==> images/logic_types.png <==
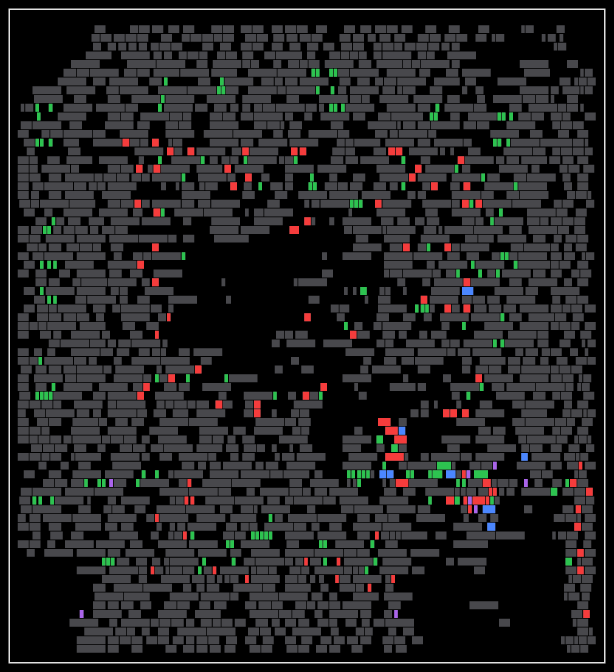
==> images/congestion.png <==
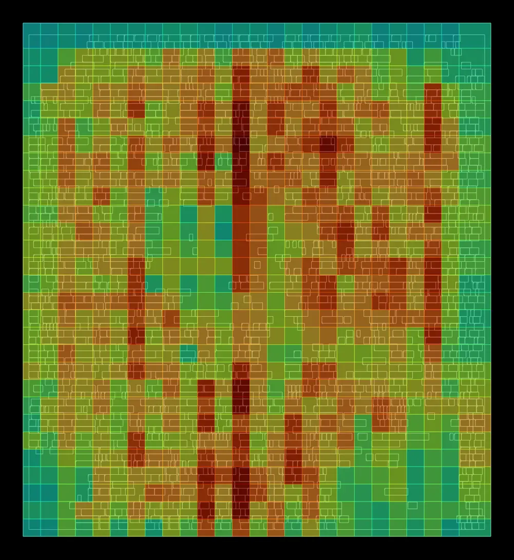
==> images/clk_routes.png <==
The bar under the picture is 50 um long.
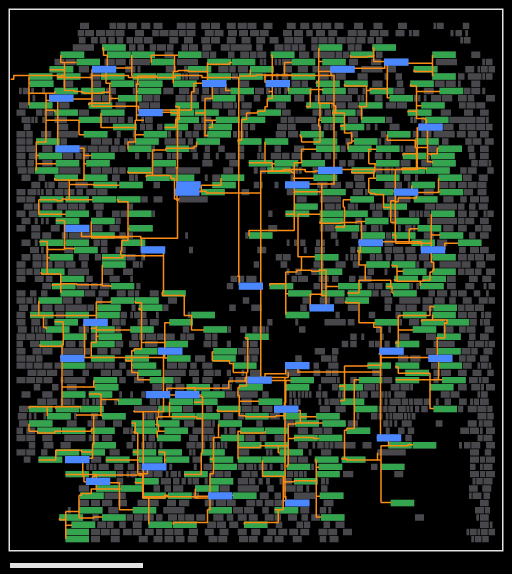
==> images/placement_by_type.png <==
The bar under the picture is 50 um long.
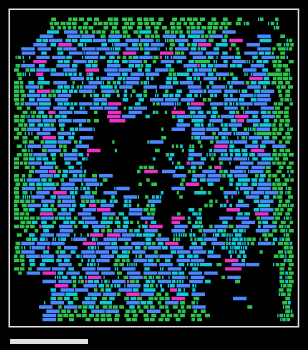
<file path="config.mk">
export PLATFORM = sky130hd
export DESIGN_NAME = apb_regfile_completer
export DESIGN_NICKNAME = d
export VERILOG_FILES = /design/src/rtl/apb_regfile_completer.sv
export SDC_FILE = /design/constraint.sdc
export NUM_CORES = 1
export LEC_CHECK = 0
export CORE_ASPECT_RATIO = 1.1
export CORE_MARGIN = 2
export CORE_UTILIZATION = 45
export DETAILED_ROUTE_END_ITERATION = 8
export GPL_TIMING_DRIVEN = 0
export PLACE_DENSITY = 0.76
export SYNTH_ARGS = -nofsm -noshare
export SYNTH_HDL_FRONTEND = slang
export SYNTH_SLANG_ARGS = --single-unit
</file>
<file path="constraint.sdc">
create_clock -name PCLK -period 2.9 [get_ports PCLK]
set_input_delay 0.58 -clock PCLK [delete_from_list [all_inputs] [get_ports PCLK]]
set_output_delay 0.58 -clock PCLK [all_outputs]
set_load 0.005 [all_outputs]
</file>
<file path="src/rtl/apb_regfile_completer.sv">
// APB completer with a small register file, programmable wait states and error response.
// Registers are exported in parallel together with one-cycle write strobes.
module apb_regfile_completer #(
    parameter int          NREGS       = 8,
    parameter int          WAIT_STATES = 0,
    parameter logic [31:0] ID_VALUE    = 32'hA5B0_0001,
    parameter logic [31:0] BASE_ADDR   = 32'h0000_0000
) (
    input  logic                  PCLK,
    input  logic                  PRESETn,
    input  logic                  PSEL,
    input  logic                  PENABLE,
    input  logic                  PWRITE,
    input  logic [31:0]           PADDR,
    input  logic [31:0]           PWDATA,
    output logic [31:0]           PRDATA,
    output logic                  PREADY,
    output logic                  PSLVERR,
    output logic [NREGS*32-1:0]   reg_out,
    output logic [NREGS-1:0]      wr_pulse
);
    localparam int IW = $clog2(NREGS);

    typedef enum logic {IDLE, ACCESS} state_t;

    state_t              state_q, state_d;
    logic [3:0]          cnt_q, cnt_d;
    logic [IW-1:0]       idx_q, idx_d;
    logic                wr_q, wr_d;
    logic                err_q, err_d;
    logic [31:0]         wdata_q, wdata_d;
    logic [31:0]         rdata_q, rdata_d;
    logic                pready_q, pready_d;
    logic                pslverr_q, pslverr_d;
    logic [31:0]         prdata_q, prdata_d;
    logic [NREGS-1:0]    wr_pulse_q, wr_pulse_d;
    logic [31:0]         regs_q [NREGS];
    logic [31:0]         regs_d [NREGS];

    logic [31:0]         dec_off;
    logic [IW-1:0]       dec_idx;
    logic                dec_err;
    logic                in_range;
    logic                commit;

    // Decode with 64-bit bounds so a window at the top of the map cannot wrap.
    always_comb begin
        dec_off  = PADDR - BASE_ADDR;
        dec_idx  = IW'(dec_off >> 2);
        in_range = (PADDR >= BASE_ADDR) &&
                   ({32'b0, PADDR} < ({32'b0, BASE_ADDR} + 64'(4 * NREGS)));
        dec_err  = !in_range || (PADDR[1:0] != 2'b00) || (PWRITE && dec_idx == '0);
    end

    always_comb begin
        state_d = state_q;
        cnt_d   = cnt_q;
        idx_d   = idx_q;
        wr_d    = wr_q;
        err_d   = err_q;
        wdata_d = wdata_q;
        rdata_d = rdata_q;
        commit  = 1'b0;
        case (state_q)
            IDLE: begin
                if (PSEL && !PENABLE) begin
                    state_d = ACCESS;
                    cnt_d   = 4'(WAIT_STATES);
                    idx_d   = dec_idx;
                    wr_d    = PWRITE;
                    err_d   = dec_err;
                    wdata_d = PWDATA;
                    rdata_d = (dec_idx == '0) ? ID_VALUE : regs_q[dec_idx];
                end
            end
            ACCESS: begin
                if (!PSEL) begin
                    state_d = IDLE;
                    cnt_d   = '0;
                end else if (cnt_q != '0) begin
                    cnt_d = cnt_q - 4'd1;
                end else begin
                    state_d = IDLE;
                    commit  = PENABLE && wr_q && !err_q;
                end
            end
            default: state_d = IDLE;
        endcase

        regs_d = regs_q;
        if (commit) regs_d[idx_q] = wdata_q;
        wr_pulse_d = commit ? (NREGS'(1) << idx_q) : '0;

        // Response outputs are registered from the next state, never from the bus.
        pready_d  = (state_d == ACCESS) && (cnt_d == '0);
        pslverr_d = pready_d && err_d;
        prdata_d  = (pready_d && !err_d && !wr_d) ? rdata_d : '0;
    end

    always_ff @(posedge PCLK or negedge PRESETn) begin
        if (!PRESETn) begin
            state_q    <= IDLE;
            cnt_q      <= '0;
            idx_q      <= '0;
            wr_q       <= 1'b0;
            err_q      <= 1'b0;
            wdata_q    <= '0;
            rdata_q    <= '0;
            pready_q   <= 1'b0;
            pslverr_q  <= 1'b0;
            prdata_q   <= '0;
            wr_pulse_q <= '0;
            for (int i = 0; i < NREGS; i++) regs_q[i] <= '0;
        end else begin
            state_q    <= state_d;
            cnt_q      <= cnt_d;
            idx_q      <= idx_d;
            wr_q       <= wr_d;
            err_q      <= err_d;
            wdata_q    <= wdata_d;
            rdata_q    <= rdata_d;
            pready_q   <= pready_d;
            pslverr_q  <= pslverr_d;
            prdata_q   <= prdata_d;
            wr_pulse_q <= wr_pulse_d;
            regs_q     <= regs_d;
        end
    end

    assign PREADY   = pready_q;
    assign PSLVERR  = pslverr_q;
    assign PRDATA   = prdata_q;
    assign wr_pulse = wr_pulse_q;

    for (genvar i = 0; i < NREGS; i++) begin : g_out
        if (i == 0) begin : g_id
            assign reg_out[31:0] = ID_VALUE;
        end else begin : g_rw
            assign reg_out[32*i +: 32] = regs_q[i];
        end
    end
endmodule

</file>
==> Flow_metrics.wiki <==
== Metrics ==
{| class="wikitable"
! Metric !! Value
|-
| Buffers, non-clock || 671
|-
| CP Max Fanout || 10
|-
| Shortest clock period the worst path allows after layout || 2.86 ns
|-
| Dominant cell by count in the synthesized netlist || dfrtp_1
|-
| Root buffer cell || clkbuf_16
|-
| Outcome || complete, but fails checks
|-
| Count of endpoints failing hold in the final timing report || 4
|-
| Class of the tightest hold or removal check || input port to async pin
|-
| Main power group || sequential cells
|-
| Failing checks || negative hold slack
|-
| Total number of warnings across the stage logs || 30
|-
| Final wirelength || 49200 um
|-
| Comb area share || 25.8%
|-
| Portion of the post-synthesis area used by sequential elements || 52.4%
|-
| Final-layout clock-cell area share || 5.44%
|-
| Critical path start-end classification || flop to flop
|-
| Yosys Warn Count || 0
|-
| Top comb family, area || multiplexers
|-
| Met2 Resource Use GR || 44.7%
|-
| Share of layout cells above drive strength 1 || 38.0%
|-
| Final-layout worst hold slack || -0.00265 ns
|-
| Fmax achieved || 0.350 GHz
|-
| Area growth from synthesis to final layout || 33.9%
|}
Notes on logic_types.png above:
Key: purple = inverters [cells 8]; green = NAND gates [cells 144, where widely spread]; blue = AND and OR gates [cells 8]; red = NOR gates [cells 88]

Notes on congestion.png above:
GRT Max-Usage Layer: met2
post-DR wirelength/cell: 22.2 um
gr usage total: 26.0%

Notes on clk_routes.png above:
Key: green = flip-flops [count 340]; orange = clock wires [length 4150 um]; blue = clock drivers [count 36]
Position of the flops: widely spread.
clk_lat worst skew: 0.54 ns
setup skew after layout: 0.0311 ns

Notes on placement_by_type.png above:
Key: cyan = combinational and other logic [cells 664]; magenta = clock drivers and dummy loads [cells 61]; blue = flops [cells 340]; green = other buffers and delay cells [cells 671]
final standard cell area without fillers: 0.0217 sq mm
share of the core filled with cells: 61.5%

[cell usage in the layout (no fill, tap or decap), drive strengths merged, types with 24 or more instances in the layout]
master         netlist  final
mux4                32     32
nor2b               50     50
clkbuf              36     96
a221oi              24     24
dfrtp              340    340
nor2                28     28
o31ai               25     25
conb                 2     32
mux2               249    249
buf                290    295
nand2              135    135
clkdlybuf4s50        0    332
[critical path, cell delays in order, from the launching register on]
cell	delay [ns]
dfrtp_1	0.43
inv_1	0.10
ha_1	0.24
or3b_4	0.43
nor2_4	0.16
nand4b_1	0.25
or2_1	0.30
clkbuf_1	0.25
buf_4	0.30
mux2_2	0.29
Power and IR drop assume default switching activity.
